**Run 1: met1 routing**

Bar = 50 um. Cells faint in the background.
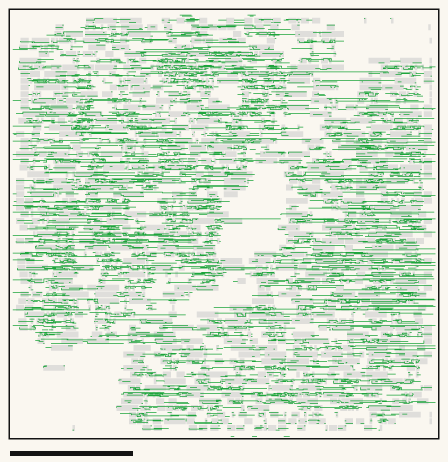
**Run 1: M2 wires**

Bar = 50 um. Cells faint in the background.
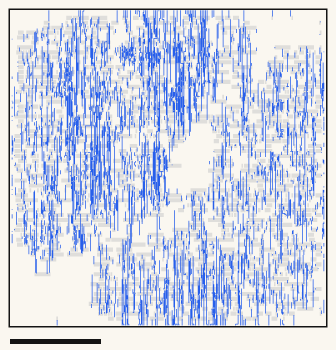
**Run 1: signal wires on met3**

Bar = 50 um. Cells faint in the background.
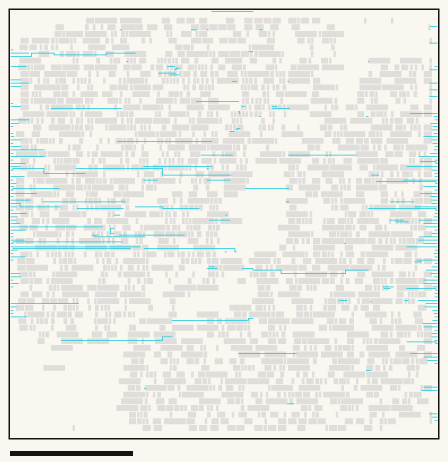
**Run 1: signal wires on met4**

Bar = 50 um.
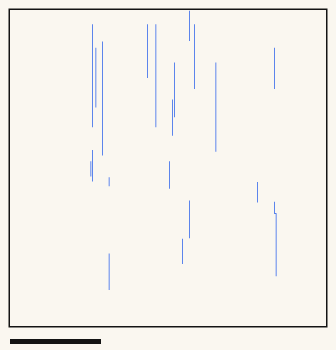
Design lsu_axi_wr_sched, sky130hd; sources not shown.
==> results.txt, run 1 <==
The full implementation flow was run.

The most common logic cells in the final layout are 378 x sky130_fd_sc_hd__nand2_1, 285 x sky130_fd_sc_hd__inv_1, 222 x sky130_fd_sc_hd__clkdlybuf4s50_1. The tightest hold path in the finished design has a slack of 0.4752 ns. The height of the die stands at 174.3 um.

The number of global-route vias before repair came to 10.26k. The post-synthesis cell count stands at 1562. The area of the synthesized netlist per yosys stat stands at 13050 um2. The logs give a warning total of 31. Setup slack closes at 0.1449 ns.

The worst clock skew stands at 0.01665 ns. Dividing the synthesized area by the synthesized cell count gives 8.357 um2. The cell count in the Yosys report stands at 1562. The power report lists the clock group at 0.00131 W. The power density over cell area stands at 508.5 nW/um2. The worst setup path is of the reg -> out kind.

Per report_power, the top consumer among the power groups is combinational logic. Of the total power, the clock network draws 0.161. Power attributed to sequential cells is 0.00239 W. The wire length of the first global-routing pass stands at 50250 um. The transition time recorded at the tightest slew-check pin is 1.119 ns.

Counting flops and latches in the post-synthesis netlist gives 212. Traced cell by cell, the critical path runs through inv_1 -> nor3_2 -> inv_1 -> nor2_2 -> inv_2 -> nor3_2 -> nand2_1 -> xor2_1 -> or2_1 -> fa_1 -> inv_1 -> fa_1 -> fa_1 -> ha_1 -> inv_1 -> nor3_2 -> nand3_1 -> nand4_1 -> xor2_1 -> clkdlybuf4s50_1. The worst path buffer plus inverter count stands at 6. Per the detail_route report, vias per standard cell equal 4.763. The total of warnings raised by yosys stands at 6.

The run finished with clean final reports. The sequential share of the synthesized area stands at 0.4064. The maximum level of the CTS H-tree stands at 1. The area of the core stands at 28630 um2. The number of different library cells used by synthesis comes to 46. The number of failing setup endpoints in the final timing report stands at 0. The post-route report lists met1 wire length as 14010 um. The detailed router finished its first iteration with 629 violations. The number of antenna violations at the first check in global routing stands at 0. The cell that appears most often on the critical path is sky130_fd_sc_hd__inv_1.

After detailed placement, the total cell area comes to 15270 um2. The number of routed nets with antenna violations stands at 0. The area share of the leading cell type in the synthesized netlist stands at 0.4064. During placement, the flow inserted port buffers numbering 227. Total power for the finished layout comes to 0.008174 W. For this design, the slowest cell found on the critical path is sky130_fd_sc_hd__clkdlybuf4s50_1. Data on the critical path arrives at its endpoint at 5.22 ns. In the log, the iteration count for the first detailed-route pass is 4. The analysis reports a worst IR drop on VDD of 0.0002875 V. The detailed-placement wirelength estimate stands at 21240 um. The initialized floorplan defines 62 standard-cell rows. The filler cells instantiated in the layout total 2637. The utilization after layout stands at 0.5616. Endpoints failing hold in the final report were tallied at 0.

Per the timing report, the achievable frequency comes out to 0.1526 GHz. Per the placement report, the placed cell count is 2114. The die is 174.3 um wide. Headroom to the max-slew limit came out at 0.2537. Setup slack on the worst reg-to-reg path comes out at 3.77 ns. In this run the clock root is driven by a sky130_fd_sc_hd__clkbuf_16.

Among cell families on the critical path, the largest total delay comes from adder cells. The layout-stage area growth over the synthesis result stands at 23.15%. After detailed routing, the average wire length per cell comes to 13.79 um.

Of the total power, the share spent switching nets is 0.4396. The most critical min-delay path falls under reg -> reg. For this design the top-level I/O count stands at 242. The worst setup path is launched from a flop.

The cell type that accounts for the most area after synthesis is sky130_fd_sc_hd__dfrtp_1. For the worst setup path, the data required time is 5.36 ns. The internal power stands at 0.004581 W. The worst slack at placement stands at 0.5615 ns.

The cell depth of the worst min-delay path stands at 2. The flip-flop count of the largest register, all copies and words added stands at 128. Setup repair after global routing could not meet its margin everywhere. The combinational power stands at 0.00447 W. Per the run summary, max-cap violations total 0. The overall fraction of global-route tracks in use stands at 0.1982. No sink is reached through more buffers than the 3 on the longest clock path. The area enclosed by the die boundary stands at 30390 um2. For this run the aggregate overflow at the end of global routing stands at 0. The number of pins exceeding their max-slew limit in the final report stands at 0. The worst register-to-register path has a depth of 16.
Back to the opening pictures, 'met1 routing':
wire length on this layer: 14000 um
longest straight run: 53.4 um
main direction: horizontal
final WL: 29750 um
count of vias placed by the detailed router: 10.28k
GR Layer Usage met1: 0.2744

Back to the opening pictures, 'M2 wires':
nets with wire on the layer: 1545
wire length on this layer: 13600 um
longest straight run: 62.7 um
main direction: vertical
share of all routed wire: 46%
met2 capacity usage during global routing: 0.3251

Back to the opening pictures, 'signal wires on met3':
longest straight run: 52.7 um
share of all routed wire: 5.3%
main direction: horizontal
grt met3 use: 0.03543

Back to the opening pictures, 'signal wires on met4':
nets with wire on the layer: 13
longest straight run: 62.6 um

## run 1: cells by family (layout without fill, tap and decap cells)
logic type      count (synthesis)  count (layout)  synth area share
compound gates                272             272            0.1431
xor+xnor                       46              46           0.03086
fa+ha+maj                      79              79           0.09412
buf+inv                       370             570            0.1351
flops                         212             212            0.4064
other cells                     2              14         0.0005753
simple gates                  581             581            0.1899
## run 1: cell type report
class | count | area (um2) | area share
clock buffer | 34 | 668.1 | 0.04156
clock inverter | 10 | 121.4 | 0.007550
inverter | 291 | 1092 | 0.06795
multi-input combinational | 992 | 6057 | 0.3768
sequential | 212 | 5310 | 0.3303
tap | 384 | 480.5 | 0.02989
timing repair buffer | 235 | 2346 | 0.1459
## run 1: what timing repair did
action                                  CTS  global route
resized                                   1             5
endpoints found under the setup margin    1             5
cloned                                    0             0
**Run 1: routing congestion map**

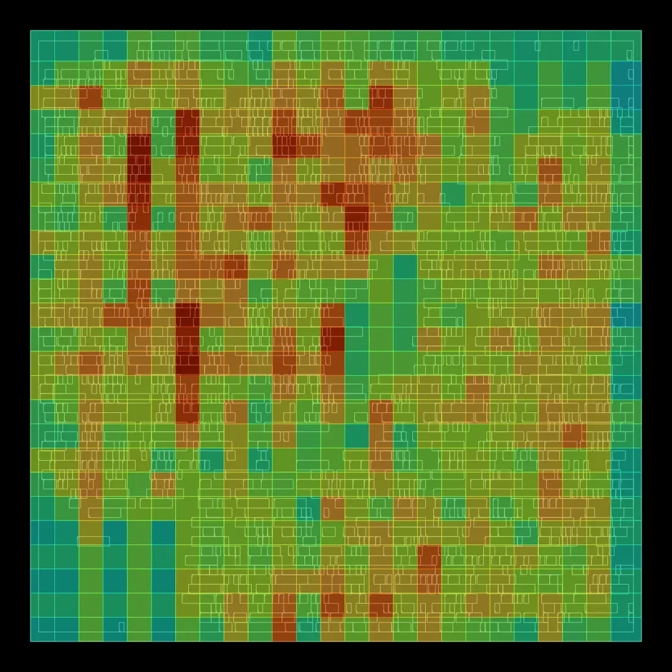

==> inputs of run 2 (changes only) <==
Settings changed: TNS_END_PERCENT from default to 10.
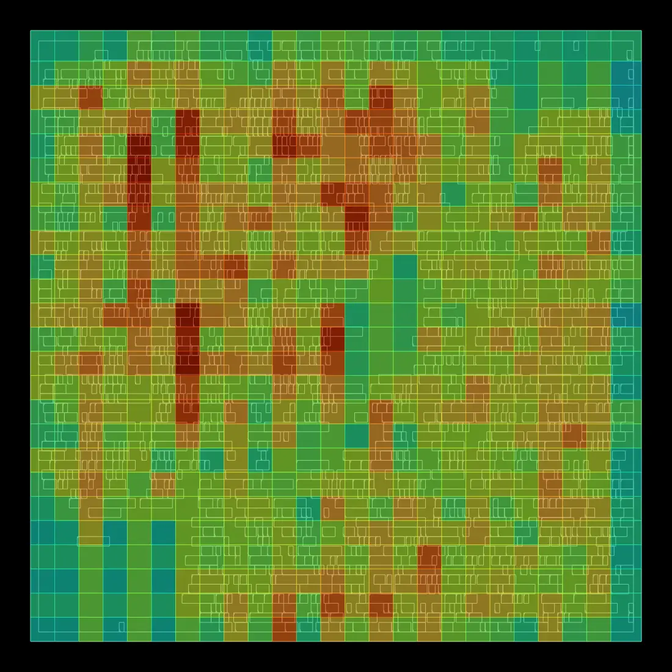
**Above:** run 2 (routing congestion map).
most utilized layer in the global route result: met2
final core area utilization: 0.5613
gr usage total: 0.1982
average wire per standard cell: 13.77 um

==> run 2 against run 1 <==
  * Non-clock buffer count did not move
  * Die area unchanged
  * Sequential share of layout area about the same
  * Area after synthesis stayed put
  * Flip-flop count is the same
  * First-iteration DRC count decreased by 1.7%
  * Global-route usage stayed put
  * Combinational power is essentially flat
  * Via count barely moved
  * Wire length about the same
==> results.txt, run 2 <==
The full implementation flow was run.

The iteration-0 DRC count of the detailed router stands at 618 (was 629). The power drawn by the clock network is 0.00131 W (about the same). The cell row count stands at 62 (unchanged). The number of I/O port buffers stands at 227 (unchanged). The area share of the leading cell type in the synthesized netlist stands at 0.4064 (unchanged).

The number of global-route vias before repair came to 10.26k (unchanged). The post-place instance area stands at 15270 um2 (unchanged). The worst reg-to-reg setup slack stands at 3.77 ns (about the same).

The count of plain and timing-repair buffers stands at 235 (unchanged). The worst-case reg-to-reg path depth was 16 (unchanged). Most instantiated logic cells after routing: 378 x sky130_fd_sc_hd__nand2_1, 285 x sky130_fd_sc_hd__inv_1, 225 x sky130_fd_sc_hd__clkdlybuf4s50_1 (was 378 x sky130_fd_sc_hd__nand2_1, 285 x sky130_fd_sc_hd__inv_1, 222 x sky130_fd_sc_hd__clkdlybuf4s50_1). The largest family of logic cells by area was simple AND/OR/NAND/NOR gates (unchanged). The largest contributor to cell area by class is multi-input combinational cells (unchanged). The area share of xor/xnor cells in the synthesized design came to 0.03086 (unchanged). The OpenROAD warning count stands at 31 (unchanged). The final-layout clock-cell area share is 0.04914 (was 0.04911). The detailed-placement wirelength estimate stands at 21240 um (unchanged). The post-synthesis cell count stands at 1562 (unchanged).

The sequential share of cell area stands at 0.3305 (was 0.3303). Largest cells by area after synthesis: sky130_fd_sc_hd__dfrtp_1 41%, sky130_fd_sc_hd__nand2_1 11%, sky130_fd_sc_hd__o21ai_2 8.4% (unchanged). The number of failing setup endpoints in the final timing report stands at 0 (unchanged). The sequential share of the synthesized area was 0.4064 (unchanged).

The number of iterations in the first detailed-routing pass stands at 4 (unchanged). The number of sequential storage elements was 212 (unchanged). The group drawing the most power is combinational logic (unchanged). The reported sequential group power stands at 0.00239 W (about the same). The number of routed nets with antenna violations was 0 (unchanged). The proportion of synthesized area in mux cells stands at 0 (unchanged). Unrepaired setup endpoints after global routing: yes (unchanged).

The average footprint of a synthesized cell came to 8.357 um2 (unchanged). The worst setup path category is reg -> out (unchanged). The met1 usage was 0.2744 (unchanged). The flip-flop count of the largest register, all copies and words added stands at 128 (unchanged). The area of the synthesized netlist per yosys stat is 13050 um2 (unchanged). The height of the die stands at 174.3 um (unchanged). The AND-OR/OR-AND share of the synthesized area stands at 0.1431 (unchanged). Outcome: finished clean (unchanged). The count of cell types in the netlist stands at 46 (unchanged). The layout-stage area growth over the synthesis result stands at 23.09% (was 23.15%).

The internal power was 0.004584 W (was 0.004581 W). The placed instance count stands at 2114 (unchanged). The buffer share of cell area came to 0.1455 (was 0.1459). The part of the power in the clock network stands at 0.161 (about the same). The standard cell with the maximum stage delay on the critical path is sky130_fd_sc_hd__clkdlybuf4s50_1 (unchanged). The non-clock inverter total of the final layout came to 291 (unchanged). The slew at the pin closest to its max-slew limit was 1.119 ns (about the same). The final number of hold-violating endpoints stands at 0 (unchanged).

The number of vias per cell is 4.759 (was 4.763). The cell taking the most area after synthesis was sky130_fd_sc_hd__dfrtp_1 (unchanged). The required arrival time at the worst endpoint is 5.36 ns (about the same). The data arrival at the endpoint of the critical path is 5.25 ns (was 5.22 ns). The global-route met2 utilization stands at 0.3251 (unchanged).

The worst clock skew stands at 0.01660 ns (was 0.01665 ns). The floorplan die width stands at 174.3 um (unchanged). The routed length on met1 is 14000 um (was 14010 um). The path class of the lowest-slack min-delay path is reg -> reg (unchanged).

The worst path buffer plus inverter count is 3 (was 6). The combinational fraction of the cell area stands at 0.3770 (was 0.3768). The cell depth of the worst min-delay path came to 2 (unchanged). The number of pins exceeding their max-slew limit in the final report stands at 0 (unchanged).

The final period demand of the worst path was 6.594 ns (was 6.555 ns). The overflow left after global routing stands at 0 (unchanged). The clock tree root buffer cell was sky130_fd_sc_hd__clkbuf_16 (unchanged).

The switching share of total power stands at 0.4394 (was 0.4396). The clock buffer count stands at 34 (unchanged). The maximum level of the CTS H-tree stands at 1 (unchanged). The startpoint type of the worst setup path was a flop (unchanged). The total of warnings raised by yosys stands at 6 (unchanged). The cell count in the Yosys report came to 1562 (unchanged).

The worst IR drop on VDD stands at 0.0002878 V (was 0.0002875 V). The area fraction in full adders, half adders and majority gates is 0.09412 (unchanged). The worst-case headroom to the max-slew limit was 0.2537 (about the same).
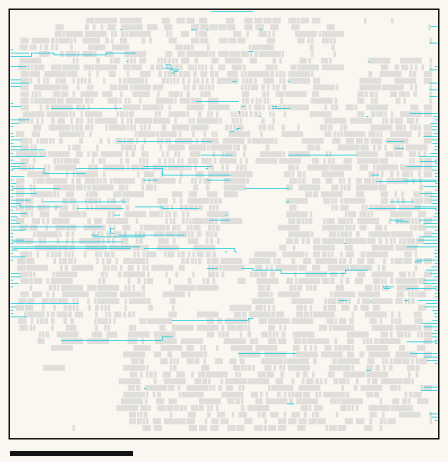
**Above:** run 2 (signal wires on met3).
Bar = 50 um. Cells faint in the background.
longest straight run: 52.7 um
nets with wire on the layer: 181
main direction: horizontal
wire length on this layer: 1590 um
share of all routed wire: 5.4%
final WL: 29720 um
count of vias placed by the detailed router: 10.27k

## run 2: cell types whose count changed in the layout (fill, tap and decap cells not counted)
cell	previous run	this run
sky130_fd_sc_hd__clkdlybuf4s50_1	222	225
sky130_fd_sc_hd__dlymetal6s2s_1	4	1
## run 2: through the flow
stage	worst slack, ns	hold WS (ns)	power, W
2_1_floorplan	1.086	0.4431	0.005345
3_5_place_dp	0.5615	0.4616	0.006897
5_1_grt	-0.2480	0.4933	0.008861
4_1_cts	0.03747	0.4791	0.008262
3_3_place_gp	0.6132	0.4608	0.006823
6_report	0.1061	0.4752	0.008177
## run 2: timing repair
item,CTS,global route
resized,1,2
hold endpoints to repair,0,0
endpoints found under the setup margin,1,5
Power figures rest on the tool's default switching activity, not on a simulated workload.
